### config.mk
export PLATFORM = sky130hd
export DESIGN_NAME = witness_step_loader
export DESIGN_NICKNAME = d
export VERILOG_FILES = /design/src/rtl/witness_pkg.sv /design/src/rtl/witness_frame_buffer.sv /design/src/rtl/witness_step_loader.sv
export SDC_FILE = /design/constraint.sdc
export NUM_CORES = 1
export LEC_CHECK = 0
export CELL_PAD_IN_SITES_DETAIL_PLACEMENT = 1
export CELL_PAD_IN_SITES_GLOBAL_PLACEMENT = 1
export CORE_MARGIN = 5
export CORE_UTILIZATION = 39
export CTS_BUF_LIST = sky130_fd_sc_hd__clkbuf_8
export CTS_CLUSTER_DIAMETER = 100
export DETAILED_ROUTE_END_ITERATION = 6
export PLACE_DENSITY_LB_ADDON = 0.25
export SYNTH_ARGS = -nofsm -noshare
export SYNTH_HDL_FRONTEND = slang
export SYNTH_HIERARCHICAL = 1
export SYNTH_SLANG_ARGS = --single-unit
### constraint.sdc
create_clock -name clk -period 2.4 [get_ports clk]
set_input_delay 0.72 -clock clk [delete_from_list [all_inputs] [get_ports clk]]
set_output_delay 0.72 -clock clk [all_outputs]
set_load 0.02 [all_outputs]
### src/rtl/witness_pkg.sv
// Shared frame layout, flag positions and loader state encoding for the
// witness step loader.
package witness_pkg;

  localparam int FRAME_WORDS = 8;
  localparam int WORD_W      = 32;

  localparam logic [2:0] W_INSTR0     = 3'd0;
  localparam logic [2:0] W_INSTR1     = 3'd1;
  localparam logic [2:0] W_INSTR2     = 3'd2;
  localparam logic [2:0] W_FLAGS      = 3'd3;
  localparam logic [2:0] W_HINT1_ADDR = 3'd4;
  localparam logic [2:0] W_HINT1_DATA = 3'd5;
  localparam logic [2:0] W_HINT2_ADDR = 3'd6;
  localparam logic [2:0] W_HINT2_DATA = 3'd7;

  localparam int FLAG_HINT1_WR = 0;
  localparam int FLAG_HINT2_WR = 1;

  typedef enum logic [0:0] {
    COLLECT = 1'b0,
    FULL    = 1'b1
  } state_t;

  // Bits above the two hint-direction flags must be zero in a well-formed frame.
  function automatic logic reserved_flags_set(input logic [WORD_W-1:0] flags);
    return |flags[WORD_W-1:2];
  endfunction

endpackage

### src/rtl/witness_frame_buffer.sv
// Eight-slot word array with a wrapping write counter; each write lands in
// the slot named by the counter and advances it.
module witness_frame_buffer
  import witness_pkg::*;
(
  input  logic                                clk,
  input  logic                                rst,
  input  logic                                wr_en,
  input  logic [WORD_W-1:0]                   wr_data,
  output logic [2:0]                          count,
  output logic [FRAME_WORDS-1:0][WORD_W-1:0]  slots
);

  // Slot write and counter advance; the 3-bit counter wraps 7 -> 0 naturally.
  always_ff @(posedge clk) begin
    if (rst) begin
      count <= 3'd0;
      slots <= '0;
    end else if (wr_en) begin
      slots[count] <= wr_data;
      count        <= count + 3'd1;
    end else begin
      count <= count;
    end
  end

endmodule

### src/rtl/witness_step_loader.sv
// Assembles 8-word witness frames into decoder steps, with the frame buffer
// acting as a one-step skid stage behind the registered output.
module witness_step_loader #(
  parameter int FRAME_WORDS  = 8,
  parameter bit STRICT_FLAGS = 1'b1
) (
  input  logic        clk,
  input  logic        rst,
  input  logic        in_valid,
  output logic        in_ready,
  input  logic [31:0] in_data,
  output logic        step_valid,
  input  logic        step_ready,
  output logic [95:0] raw_instr,
  output logic        hint1_is_write,
  output logic        hint2_is_write,
  output logic [31:0] hint1_address,
  output logic [31:0] hint1_data,
  output logic [31:0] hint2_address,
  output logic [31:0] hint2_data,
  output logic [31:0] step_index,
  output logic        frame_error
);
  import witness_pkg::*;

  localparam logic [2:0] LAST_SLOT = 3'(FRAME_WORDS - 1);

  state_t                               state_r;
  state_t                               state_nxt_s;
  logic [2:0]                           count_s;
  logic [FRAME_WORDS-1:0][31:0]         slots_s;
  logic                                 accept_s;
  logic                                 last_accept_s;
  logic                                 out_free_s;
  logic                                 load_s;
  logic                                 flag_err_s;
  logic [31:0]                          last_word_s;
  logic [31:0]                          step_count_r;
  logic                                 unused_flag_bits_s;

  assign in_ready           = (state_r == COLLECT) && !rst;
  assign accept_s           = in_valid && in_ready;
  assign last_accept_s      = accept_s && (count_s == LAST_SLOT);
  assign out_free_s         = !step_valid || step_ready;
  assign flag_err_s         = STRICT_FLAGS && accept_s && (count_s == W_FLAGS)
                              && reserved_flags_set(in_data);
  assign unused_flag_bits_s = ^slots_s[W_FLAGS][31:2];

  witness_frame_buffer u_buf (
    .clk     (clk),
    .rst     (rst),
    .wr_en   (accept_s),
    .wr_data (in_data),
    .count   (count_s),
    .slots   (slots_s)
  );

  // The final word bypasses the buffer while collecting so a free output loads with no bubble.
  always_comb begin
    last_word_s = slots_s[LAST_SLOT];
    if (state_r == COLLECT) begin
      last_word_s = in_data;
    end else begin
      last_word_s = slots_s[LAST_SLOT];
    end
  end

  // Next-state and load decision.
  always_comb begin
    state_nxt_s = state_r;
    load_s      = 1'b0;
    case (state_r)
      COLLECT: begin
        if (last_accept_s && out_free_s) begin
          load_s = 1'b1;
        end else if (last_accept_s) begin
          state_nxt_s = FULL;
        end else begin
          state_nxt_s = COLLECT;
        end
      end
      FULL: begin
        if (step_ready) begin
          load_s      = 1'b1;
          state_nxt_s = COLLECT;
        end else begin
          state_nxt_s = FULL;
        end
      end
      default: begin
        state_nxt_s = COLLECT;
      end
    endcase
  end

  // State register.
  always_ff @(posedge clk) begin
    if (rst) begin
      state_r <= COLLECT;
    end else begin
      state_r <= state_nxt_s;
    end
  end

  // Output step register and running step counter.
  always_ff @(posedge clk) begin
    if (rst) begin
      step_valid     <= 1'b0;
      raw_instr      <= 96'd0;
      hint1_is_write <= 1'b0;
      hint2_is_write <= 1'b0;
      hint1_address  <= 32'd0;
      hint1_data     <= 32'd0;
      hint2_address  <= 32'd0;
      hint2_data     <= 32'd0;
      step_index     <= 32'd0;
      step_count_r   <= 32'd0;
    end else if (load_s) begin
      step_valid     <= 1'b1;
      raw_instr      <= {slots_s[W_INSTR2], slots_s[W_INSTR1], slots_s[W_INSTR0]};
      hint1_is_write <= slots_s[W_FLAGS][FLAG_HINT1_WR];
      hint2_is_write <= slots_s[W_FLAGS][FLAG_HINT2_WR];
      hint1_address  <= slots_s[W_HINT1_ADDR];
      hint1_data     <= slots_s[W_HINT1_DATA];
      hint2_address  <= slots_s[W_HINT2_ADDR];
      hint2_data     <= last_word_s;
      step_index     <= step_count_r;
      step_count_r   <= step_count_r + 32'd1;
    end else if (step_ready) begin
      step_valid <= 1'b0;
    end else begin
      step_valid <= step_valid;
    end
  end

  // Sticky malformed-frame flag; the offending frame is still delivered.
  always_ff @(posedge clk) begin
    if (rst) begin
      frame_error <= 1'b0;
    end else if (flag_err_s) begin
      frame_error <= 1'b1;
    end else begin
      frame_error <= frame_error;
    end
  end

endmodule

m1.png
Drawn at 1.5 px/micron. Supply wires on this layer in grey.
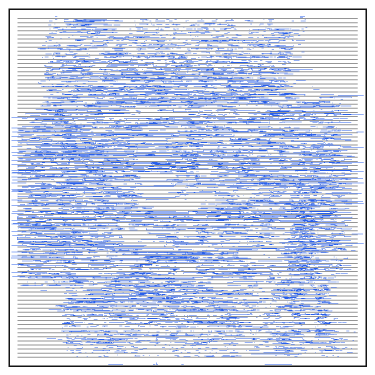
wire length on this layer: 29.5 mm
main direction: horizontal
Routed WL: 66.2 mm
met1 usage: 0.296

m2.png
Drawn at 1 px/micron.
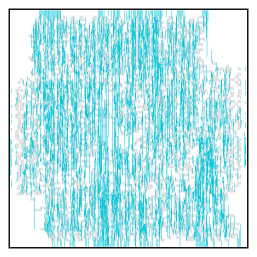
share of all routed wire: 48%
wire length on this layer: 31.8 mm
longest straight run: 111 microns
nets with wire on the layer: 2253
main direction: vertical
DR vias: 16267
met2 Resource Use GR: 0.383

m3.png
Drawn at 1.5 px/micron.
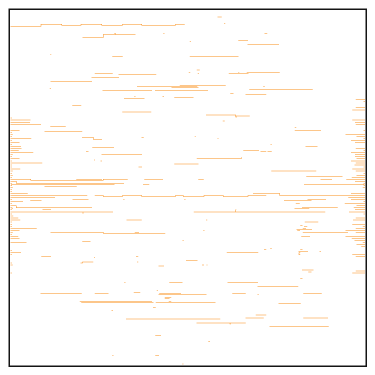
nets with wire on the layer: 185
longest straight run: 87.4 microns
wire length on this layer: 3140 microns
met3 Track Usage GR: 0.0457

m4.png
Drawn at 1.5 px/micron. Supply wires on this layer in grey.
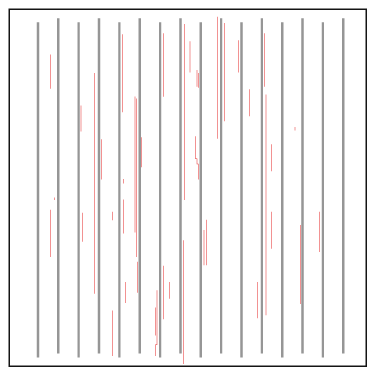
share of all routed wire: 2.4%
main direction: vertical
nets with wire on the layer: 28
longest straight run: 147 microns
wire length on this layer: 1620 microns

placed.png
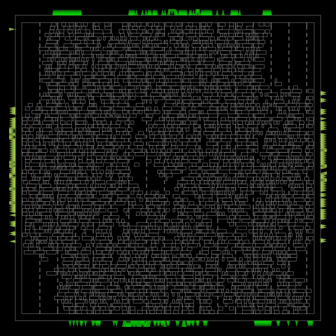
std cell rows: 83
flip-flops: 522

==> job_summary.md <==
## Implementation flow summary

| Metric | Value |
|---|---|
| PnR worst setup slack | 0.0483 ns |
| Worst VDD drop | 0.321 mV |
| Num CTS Buffers | 86 |
| Critical Path End Type | primary output |
| Routed vias/inst | 5.05 |
| ClkCell Share | 0.0644 |
| Setup-failing EPs final | 0 |
| Resize count post-CTS | 123 |
| Clk pwr | 7.61 mW |
| Final min period | 2.35 ns |
| CP max FO | 2 |
| Final hold vios | 0 |
| Final Util | 0.506 |
| Mapped Nets | 2223 |
| Max_cap viols | 0 |
| DRT iter0 DRCs | 957 |
| PD cells | 659 nW/um^2 |
| CTS tree | done |
| Final non-filler cell total | 3223 |
| Core box area | 51200 sq um |
| Status | complete, no violations |
| Top reg by flops | u_buf/slots |
| Avg WL per Cell | 20.5 microns |
| Critical path arrival | 1.63 ns |
| Clock power share | 0.446 |
| Setup TNS | 0 ns |
| All-layer global routing usage | 0.228 |
| RSZ-0062 raised after global routing | no |
| Die area | 56100 sq um |
| H-Tree Depth | 3 |
| # DRC | 0 |
| Initial antenna violation count | 6 |
| Slowest-stage cell, CP | clkdlybuf4s50_1 |
| OpenROAD warning count | 32 |
| Placer Congestion | 0.839 |
| Number of flip-flops in the largest register | 226 |
| Post-route cell area | 25900 sq um |
| Cycle use final | 0.980 |
| Clk buf depth | 3 |
| Synth Instances | 2185 |
| Cell-internal power | 13.1 mW |
| Buffers added on ports | 296 |
| Top flop regs | u_buf/slots: 226 flops, raw_instr: 96 flops |
| Number of setup buffers added after CTS | 0 |
| CTS Sinks | 522 |
| Clock-pin slew reported for the worst setup and hold paths after clock tree synthesis | 0.06 ns |
| # hold bufs at CTS | 0 |
| Layout fillers | 5813 |
| DPL Wire Length | 46.6 mm |
| Critical Path Source Type | register |
| Mean Syn Cell Area | 9.19 sq um |
| Power Total | 17.1 mW |
| CP Launch Point | raw_instr[10]$_SDFFE_PP0P_ |
| Hold_sp | rst |
| Metal1 wirelength | 29.5 mm |
| Met2 wire length | 31.8 mm |
| Fin Hold WS | 0.369 ns |
| Final Skew | 0.0209 ns |
| Root Driver | clkbuf_8 |
| Worst Hold Depth | 3 |
| WL met3 | 3.14 mm |
| Seq area share | 0.404 |
| Critical path's largest stage delay | 0.62 ns |
| Global-route wire length before repair | 101 mm |
| R2R Path End | step_count_r[25]$_SDFFE_PP0P_ |
| Mapped cell area | 20100 sq um |
| Num ports | 297 |
| FP Util | 0.392 |
| Top Metal Used | met5 |
| Leading power group | registers |
| Non-clk buf share | 0.159 |
Power figures rest on the tool's default switching activity, not on a simulated workload.
